### config.mk
export PLATFORM = sky130hd
export DESIGN_NAME = percept_serial_if
export DESIGN_NICKNAME = d
export VERILOG_FILES = /design/src/rtl/percept_serial_if.sv
export SDC_FILE = /design/constraint.sdc
export NUM_CORES = 1
export LEC_CHECK = 0
export CAP_MARGIN = 40
export CORE_ASPECT_RATIO = 0.75
export CORE_MARGIN = 1.5
export CORE_UTILIZATION = 48
export DETAILED_ROUTE_END_ITERATION = 7
export GPL_TIMING_DRIVEN = 0
export PLACE_DENSITY = 0.74
export REMOVE_ABC_BUFFERS = 1
export SLEW_MARGIN = 20
export SYNTH_ARGS = -nofsm -noshare
export SYNTH_HDL_FRONTEND = slang
export SYNTH_SLANG_ARGS = --single-unit
### constraint.sdc
create_clock -name clk -period 1.6 [get_ports clk]
set_input_delay 0.16 -clock clk [delete_from_list [all_inputs] [get_ports clk]]
set_output_delay 0.16 -clock clk [all_outputs]
set_load 0.01 [all_outputs]
### src/rtl/percept_serial_if.sv
// Serial front end for one percept core: decodes framed bit-serial commands and
// drives the percept shift / multiply-accumulate / read-back controls for one payload.
module percept_serial_if #(
  parameter int                ADDR_W      = 8,
  parameter int                PAYLOAD_LEN = 128,
  parameter logic [ADDR_W-1:0] BCAST_ADDR  = '1,
  parameter int                CNT_W       = $clog2(PAYLOAD_LEN + 1)
) (
  input  logic              clk,
  input  logic              nRst,
  input  logic              serial_in,
  input  logic [ADDR_W-1:0] address,
  output logic              serial_out,
  output logic              shift_in,
  output logic              shift_out,
  output logic              mul_and_acc,
  output logic              data_in,
  input  logic              data_out,
  output logic              busy,
  output logic              frame_err,
  output logic              match
);

  localparam int BIT_W = (ADDR_W > 1) ? $clog2(ADDR_W + 1) : 1;

  localparam logic [3:0] S_IDLE   = 4'd0;
  localparam logic [3:0] S_ADDR   = 4'd1;
  localparam logic [3:0] S_CMD    = 4'd2;
  localparam logic [3:0] S_DECIDE = 4'd3;
  localparam logic [3:0] S_LOAD   = 4'd4;
  localparam logic [3:0] S_MAC    = 4'd5;
  localparam logic [3:0] S_READ   = 4'd6;
  localparam logic [3:0] S_SKIP   = 4'd7;
  localparam logic [3:0] S_STOP   = 4'd8;

  localparam logic [CNT_W-1:0] PAY_LAST  = CNT_W'(PAYLOAD_LEN - 1);
  localparam logic [BIT_W-1:0] ADDR_LAST = BIT_W'(ADDR_W - 1);
  localparam logic [BIT_W-1:0] CMD_LAST  = BIT_W'(1);

  logic [3:0]        r_state;
  logic [BIT_W-1:0]  r_bit_cnt;
  logic [CNT_W-1:0]  r_cnt;
  logic [ADDR_W-1:0] r_addr_sr;
  logic [1:0]        r_cmd;
  logic              r_serial_out;
  logic              r_shift_in;
  logic              r_shift_out;
  logic              r_mul_and_acc;
  logic              r_data_in;
  logic              r_busy;
  logic              r_frame_err;
  logic              r_match;

  logic [3:0]        w_next;
  logic              w_accept;
  logic              w_payload;
  logic              w_header;

  assign w_payload = (r_state == S_LOAD) || (r_state == S_MAC) ||
                     (r_state == S_READ) || (r_state == S_SKIP);
  assign w_header  = (r_state == S_ADDR) || (r_state == S_CMD);

  // Broadcast read is refused so several instances never drive read-back at once.
  assign w_accept = ((r_addr_sr == address) || (r_addr_sr == BCAST_ADDR)) &&
                    (r_cmd != 2'b11) &&
                    !((r_addr_sr == BCAST_ADDR) && (r_cmd == 2'b10));

  always_comb begin
    w_next = r_state;
    case (r_state)
      S_IDLE:   if (!serial_in) w_next = S_ADDR;
      S_ADDR:   if (r_bit_cnt == ADDR_LAST) w_next = S_CMD;
      S_CMD:    if (r_bit_cnt == CMD_LAST) w_next = S_DECIDE;
      S_DECIDE: begin
        if (!w_accept)            w_next = S_SKIP;
        else if (r_cmd == 2'b00)  w_next = S_LOAD;
        else if (r_cmd == 2'b01)  w_next = S_MAC;
        else                      w_next = S_READ;
      end
      S_LOAD, S_MAC, S_READ, S_SKIP: if (r_cnt == PAY_LAST) w_next = S_STOP;
      S_STOP:   w_next = S_IDLE;
      default:  w_next = S_IDLE;
    endcase
  end

  always_ff @(posedge clk) begin
    if (nRst) begin
      r_state       <= S_IDLE;
      r_bit_cnt     <= '0;
      r_cnt         <= '0;
      r_addr_sr     <= '0;
      r_cmd         <= '0;
      r_serial_out  <= 1'b1;
      r_shift_in    <= 1'b0;
      r_shift_out   <= 1'b0;
      r_mul_and_acc <= 1'b0;
      r_data_in     <= 1'b0;
      r_busy        <= 1'b0;
      r_frame_err   <= 1'b0;
      r_match       <= 1'b0;
    end else begin
      r_state <= w_next;
      r_busy  <= (w_next != S_IDLE);

      // Counters restart whenever a phase is left, so every payload phase begins at 0.
      if (w_header && (w_next == r_state)) r_bit_cnt <= r_bit_cnt + 1'b1;
      else                                 r_bit_cnt <= '0;
      if (w_payload && (w_next == r_state)) r_cnt <= r_cnt + 1'b1;
      else                                  r_cnt <= '0;

      if (r_state == S_ADDR) r_addr_sr <= ADDR_W'({r_addr_sr, serial_in});
      if (r_state == S_CMD)  r_cmd     <= {r_cmd[0], serial_in};

      r_match       <= (r_state == S_DECIDE) && w_accept;
      r_frame_err   <= (r_state == S_STOP) && !serial_in;
      r_shift_in    <= (r_state == S_LOAD);
      r_mul_and_acc <= (r_state == S_MAC);
      r_shift_out   <= (r_state == S_READ);
      r_data_in     <= ((r_state == S_LOAD) || (r_state == S_MAC)) ? serial_in : 1'b0;
      r_serial_out  <= (r_state == S_READ) ? data_out : 1'b1;
    end
  end

  assign serial_out  = r_serial_out;
  assign shift_in    = r_shift_in;
  assign shift_out   = r_shift_out;
  assign mul_and_acc = r_mul_and_acc;
  assign data_in     = r_data_in;
  assign busy        = r_busy;
  assign frame_err   = r_frame_err;
  assign match       = r_match;

endmodule

==> impl_metrics.csv, run 1 <==
group,metric,value,unit
outcome,status,"finished with violations",
outcome,violations,"negative setup slack",
logic_synthesis,syn_area,1500,um2
clocking,cts_sinks,34,
setup_path,reg2reg_depth,6,
clocking,cts.path.max_buffers,2,
logic_synthesis,ys_types,39,
route,firstDrtPassIters,4,
logic_synthesis,yosys_warnings,0,
setup_path,r2r-end,"r_bit_cnt[2]$_SDFF_PP0_",
floorplan,io_pins,20,
logic_synthesis,synth_chip_area,1500,um2
floorplan,die.size.x,67.6,um
min_path,hold_path_class,"register to register",
finish,nNetsFinal,207,
grt,grt_pass1_wl,5.06,mm
route,vias,1283,
grt,grt_util_met2,28.9,%
setup_path,critPathMaxFanout,3,
grt,gr-total-overflow,0,
setup_path,crit_buf_inv,1,
route,drtAntennaViolNets,0,
setup_path,rrSetupSlack,-0.05,ns
timing,setup_violations,2,
placement,dp.final_hpwl,2.28,mm
timing,timing.fmax,604,MHz
logic_synthesis,synthCells,168,
timing,setup_ws,-0.0544,ns
setup_path,required,1.77,ns
pwr,ir_worst_vdd,0.000632,V
floorplan,coreArea,2960,um2
route,drtIter0Drc,105,
setup_path,cp-end-kind,"register",
logic_synthesis,top_area_cell,"dfxtp_1",
setup_path,slowest_stage,"dfxtp_4",
pwr,cellLeakagePower,0.683,nW
logic_synthesis,synth-edff-count,0,
logic_synthesis,ys.flops,34,
finish,drive_gt1_share,20.2,%
grt,grt_start_max_net_pins,20,
clocking,numCtsBuffers,5,
clocking,ctsHoldBuffers,0,
setup_path,critPathArrivalTime,1.83,ns
min_path,holdPathStages,1,
timing,post-route-min-period,1.65,ns
flow_run,tool_warnings,27,
timing,hold_ws,0.421,ns
pwr,p_per_area,851,nW/um2
run 1: how the worst max path moves through the flow:
stage	startpoint	end	depth (start not counted)
after CTS	r_addr_sr[3]$_SDFFE_PP0P_	r_bit_cnt[2]$_SDFF_PP0_	5
after floorplan	r_bit_cnt[1]$_SDFF_PP0_	busy$_SDFF_PP0_	7
final	r_addr_sr[2]$_SDFFE_PP0P_	r_bit_cnt[2]$_SDFF_PP0_	6
after global placement	nRst	serial_out$_SDFF_PP1_	3
after detailed placement	nRst	r_bit_cnt[2]$_SDFF_PP0_	5
after global routing	r_addr_sr[7]$_SDFFE_PP0P_	r_bit_cnt[0]$_SDFF_PP0_	5
run 1: registers in the layout, summed over array words and instances, names as in the netlist, 2 cells and up:
register,cells
r_addr_sr,8
r_cnt,8
r_bit_cnt,4
r_state,4
r_cmd,2
run 1: logic make-up after synthesis:
family	synth area share [%]
buffers and inverters	2.33
AND/OR/NAND/NOR	28.4
AND-OR/OR-AND	10.8
XOR/XNOR	9.34
multiplexers	1.33
flip-flops	45.4
adder cells (fa/ha/maj)	2.50
run 1: layer usage:
metal | vias up | wire (um)
met5 | - | 0
met2 | 55 | 1500
met1 | 603 | 1490
met4 | 0 | 10
li1 | 623 | -
met3 | 2 | 204
run 1: where the power goes:
part           internal (W)  switching, W  leakage, nW
Sequential         0.000852     0.0000113        0.281
Combinational     0.0000578     0.0000603        0.354
Clock              0.000347      0.000286       0.0482
run 1: per-stage QoR:
step | utilization [%] | area [um2]
after floorplan | - | 1480
after global placement | 58.1 | 1720
final | 64.2 | 1900
after global routing | 64.2 | 1900
after detailed placement | 58.1 | 1720
after CTS | 61.7 | 1830
run 1: cell usage in the layout (no fill, tap or decap), drive strengths merged, types with 2 or more instances in the layout:
| cell type | Yosys | final |
|---|---|---|
| dfxtp | 34 | 34 |
| nand2 | 26 | 26 |
| nor2 | 22 | 22 |
| clkdlybuf4s50 | 0 | 17 |
| a21oi | 11 | 11 |
| xor2 | 11 | 11 |
| clkbuf | 4 | 7 |
| xnor2 | 5 | 5 |
| nand3 | 5 | 5 |
| nor3 | 5 | 5 |
| nor4 | 5 | 5 |
| inv | 4 | 4 |
| nand2b | 4 | 4 |
| nor3b | 3 | 3 |
| buf | 1 | 3 |
| nand4 | 3 | 3 |
| ha | 3 | 3 |
| mux2i | 2 | 2 |
| nor2b | 2 | 2 |
| a41oi | 2 | 2 |
| dlymetal6s2s | 0 | 2 |
run 1: worst reg2reg max path: stages, from the launching register on:
cell and delay (ns):
dfxtp_4 0.37, buf_4 0.12, nand4_2 0.11, o21ba_1 0.22, a311o_1 0.37, and3_4 0.22
a21o_1 0.15
run 1: repair_timing:
item / in CTS / in global routing
pin swaps: 6 / 7
setup endpoints to repair: 6 / 20
gates resized: 8 / 17
cloned: 0 / 0
setup buffers: 0 / 3
run 1: area by class of cell:
class / instances / area, um2 / share of cell area (%)
multi-input combinational: 125 / 827 / 43.6
clock inverter: 1 / 5.00 / 0.264
tap: 38 / 47.5 / 2.50
timing repair buffer: 22 / 218 / 11.5
sequential: 34 / 699 / 36.8
inverter: 4 / 15.0 / 0.791
clock buffer: 7 / 86.3 / 4.55
Figure 1. Routed metal, one colour a layer (run 1).
Scale: 6 px per um.
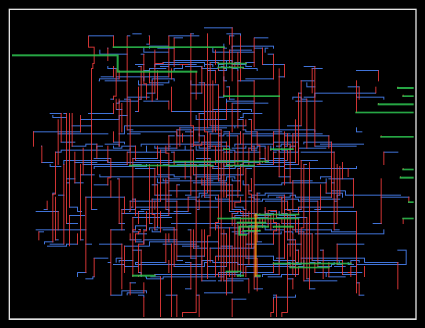
M2: in red, wire length 1500 um. M1: in blue, wire length 1490 um. M4: in orange, wire length 10.2 um. M3: in green, wire length 204 um.

Figure 2. Congestion heat map (run 1).
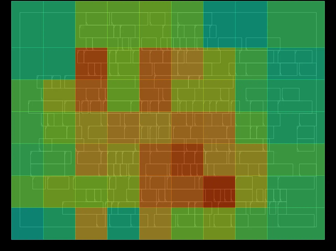
busiest grt layer: met2
DR WL/cell: 13.9 um
grt met1 use: 27.6%
Final Util: 64.2%
GRT met3 Usage: 7.93%

Figure 3. Routed clock nets over the placement (run 1).
Scale: 4 px per um.
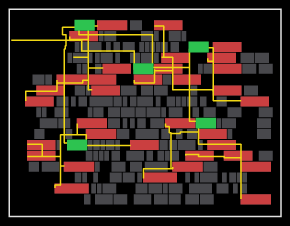
clock-net drivers: in green, count 5. clock wires: in yellow, length 385 um. flip-flops: in red, count 34.
There are 6 routed clock nets.

Figure 4. Register map, names as in the netlist (run 1).
Scale: 6 px per um.
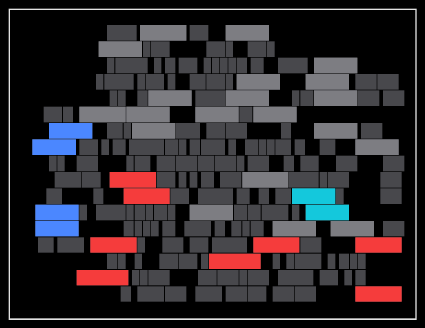

==> inputs of run 2 (changes only) <==
CORE_MARGIN = default   (was 1.5)
Figure 5. Register map, names as in the netlist (run 2).
Scale: 8 px per um.
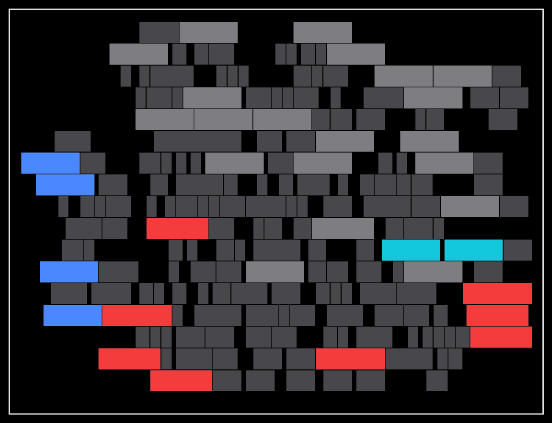
r_cmd: in cyan, flops 2. r_bit_cnt: in blue, flops 4, where west. r_addr_sr: in red, flops 8.

==> run 2 against run 1 <==
Against the previous run: the flow still finishes with violations (negative setup slack); register-to-register slack improved by 0.02 ns; utilization is 1.1 points higher; synthesized area stayed put; critical path depth down 1; clock power grew 24%; fmax is 1.2% higher; worst setup slack gained 0.019 ns; synthesized cell count stayed put; non-clock buffer count stayed put; final cell count shrank 0.43%; global-route usage rose by 1.7 points; power grew 9.5%; critical path type unchanged.
==> impl_metrics.csv, run 2 <==
group,metric,value,unit
route,firstDrtPassIters,4,
grt,grt_start_max_net_pins,20,
setup_path,r2r-end,"r_bit_cnt[2]$_SDFF_PP0_",
grt,gr-total-overflow,0,
min_path,hold_path_class,"input port to register",
pwr,pwr-share-clk,44.5,%
clocking,numCtsBuffers,5,
clocking,cts.path.max_buffers,2,
timing,post-route-min-period,1.64,ns
setup_path,critPathArrivalTime,1.81,ns
pwr,cellLeakagePower,0.680,nW
grt,grt_pass1_wl,5.20,mm
setup_path,rrSetupSlack,-0.04,ns
setup_path,critPathMaxFanout,4,
pwr,p_sw,0.000361,W
logic_synthesis,syn_area,1500,um2
outcome,status,"finished with violations",
pwr,power_switching_share,20.4,%
timing,timing.fmax,612,MHz
outcome,violations,"negative setup slack",
pwr,seqPwrFrac,48.7,%
setup_path,required,1.78,ns
timing,setup_ws,-0.0353,ns
finish,layout_top_cells,"nand2_1, dfxtp_1, nor2_1, clkdlybuf4s50_1, a21oi_1",
route,detail_route.wl_per_cell,13.9,um
logic_synthesis,top_area_cell,"dfxtp_1",
setup_path,reg2reg_depth,5,
logic_synthesis,ys_types,39,
pwr,ir_worst_vdd,0.000772,V
logic_synthesis,ys.flops,34,
setup_path,cp-endpoint,"r_bit_cnt[2]$_SDFF_PP0_",
finish,nNetsFinal,207,
timing,setup_violations,1,
floorplan,io_pins,20,
logic_synthesis,synth-edff-count,0,
flow_run,tool_warnings,27,
clocking,ctsHoldBuffers,0,
Figure 6. Routed clock nets over the placement (run 2).
Scale: 4 px per um.
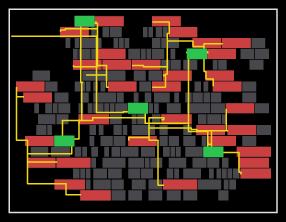
flip-flops: in red, count 34. clock wires: in yellow, length 404 um. clock-net drivers: in green, count 5.
Position of the flops: spread over the die.

==> run 2: repair_timing <==
action | in CTS | in global routing
setup buffers | 1 | 2
gates resized | 14 | 11
pin swaps | 2 | 6
gates cloned | 0 | 0
endpoints found under the setup margin | 6 | 21
hold endpoints to repair | 0 | 0
==> run 2: worst max-delay path, delay by kind of cell, from the launching register on <==
kind | cells | cell delay [ns]
AOI/OAI and AO/OA | 3 | 0.78
DFF | 1 | 0.36
and+or+nand+nor | 2 | 0.39
==> run 2: routing by layer <==
metal | global-route usage [%] | share of wire, %
met5 | 0 | 0
met4 | 10.6 | 1.4
met3 | 6.82 | 6.7
met2 | 31.8 | 44
met1 | 28.6 | 47
==> run 2: cells by family after synthesis <==
family,after synthesis,share of synthesized area [%]
muxes,2,1.33
xor gates and xnor gates,16,9.34
AOI/OAI and AO/OA,22,10.8
and+or+nand+nor,82,28.4
buffers and inverters,9,2.33
DFF,34,45.4
adders and majority gates,3,2.50
==> run 2: power groups by stage <==
stage	Sequential (W)	Combinational, W	Clock, W
2_1_floorplan	0.000883	0.0000555	0
3_3_place_gp	0.000884	0.000107	0
3_5_place_dp	0.000885	0.000111	0
4_1_cts	0.000866	0.000114	0.000806
5_1_grt	0.000862	0.000130	0.000837
6_report	0.000862	0.000120	0.000787
==> run 2: worst min path at each step <==
stage | from | end | slack, ns | cells after the start
finish | nRst | r_cmd[1]$_SDFFE_PP0P_ | 0.43 | 2
global route | nRst | r_state[0]$_SDFF_PP0_ | 0.45 | 2
CTS | r_cnt[0]$_SDFF_PP0_ | r_cnt[0]$_SDFF_PP0_ | 0.46 | 1
detailed placement | r_cnt[0]$_SDFF_PP0_ | r_cnt[0]$_SDFF_PP0_ | 0.44 | 1
global placement | r_cnt[0]$_SDFF_PP0_ | r_cnt[0]$_SDFF_PP0_ | 0.43 | 1
floorplan | nRst | busy$_SDFF_PP0_ | 0.22 | 1
==> run 2: layout make-up <==
cell class	instances	area (um2)	area share (%)
clock inverter	1	30.0	1.56
clock buffer	6	82.6	4.28
timing repair buffer	22	215	11.1
sequential	34	699	36.2
multi-input combinational	125	841	43.6
tap	38	47.5	2.46
inverter	4	15.0	0.778
==> run 2: metrics by stage <==
| step | cell area, um2 | setup WS [ns] | std cells | util (%) | TNS [ns] |
|---|---|---|---|---|---|
| 3_3_place_gp | 1720 | -0.244 | 220 | 58.1 | -1.64 |
| 4_1_cts | 1870 | 0.00116 | 228 | 63.2 | 0 |
| 5_1_grt | 1930 | -0.108 | 230 | 65.3 | -0.452 |
| 6_report | 1930 | -0.0353 | 230 | 65.3 | -0.0353 |
| 3_5_place_dp | 1720 | -0.291 | 220 | 58.1 | -2.32 |
| 2_1_floorplan | 1480 | 0.0913 | 163 | - | 0 |
Power figures rest on the tool's default switching activity, not on a simulated workload.
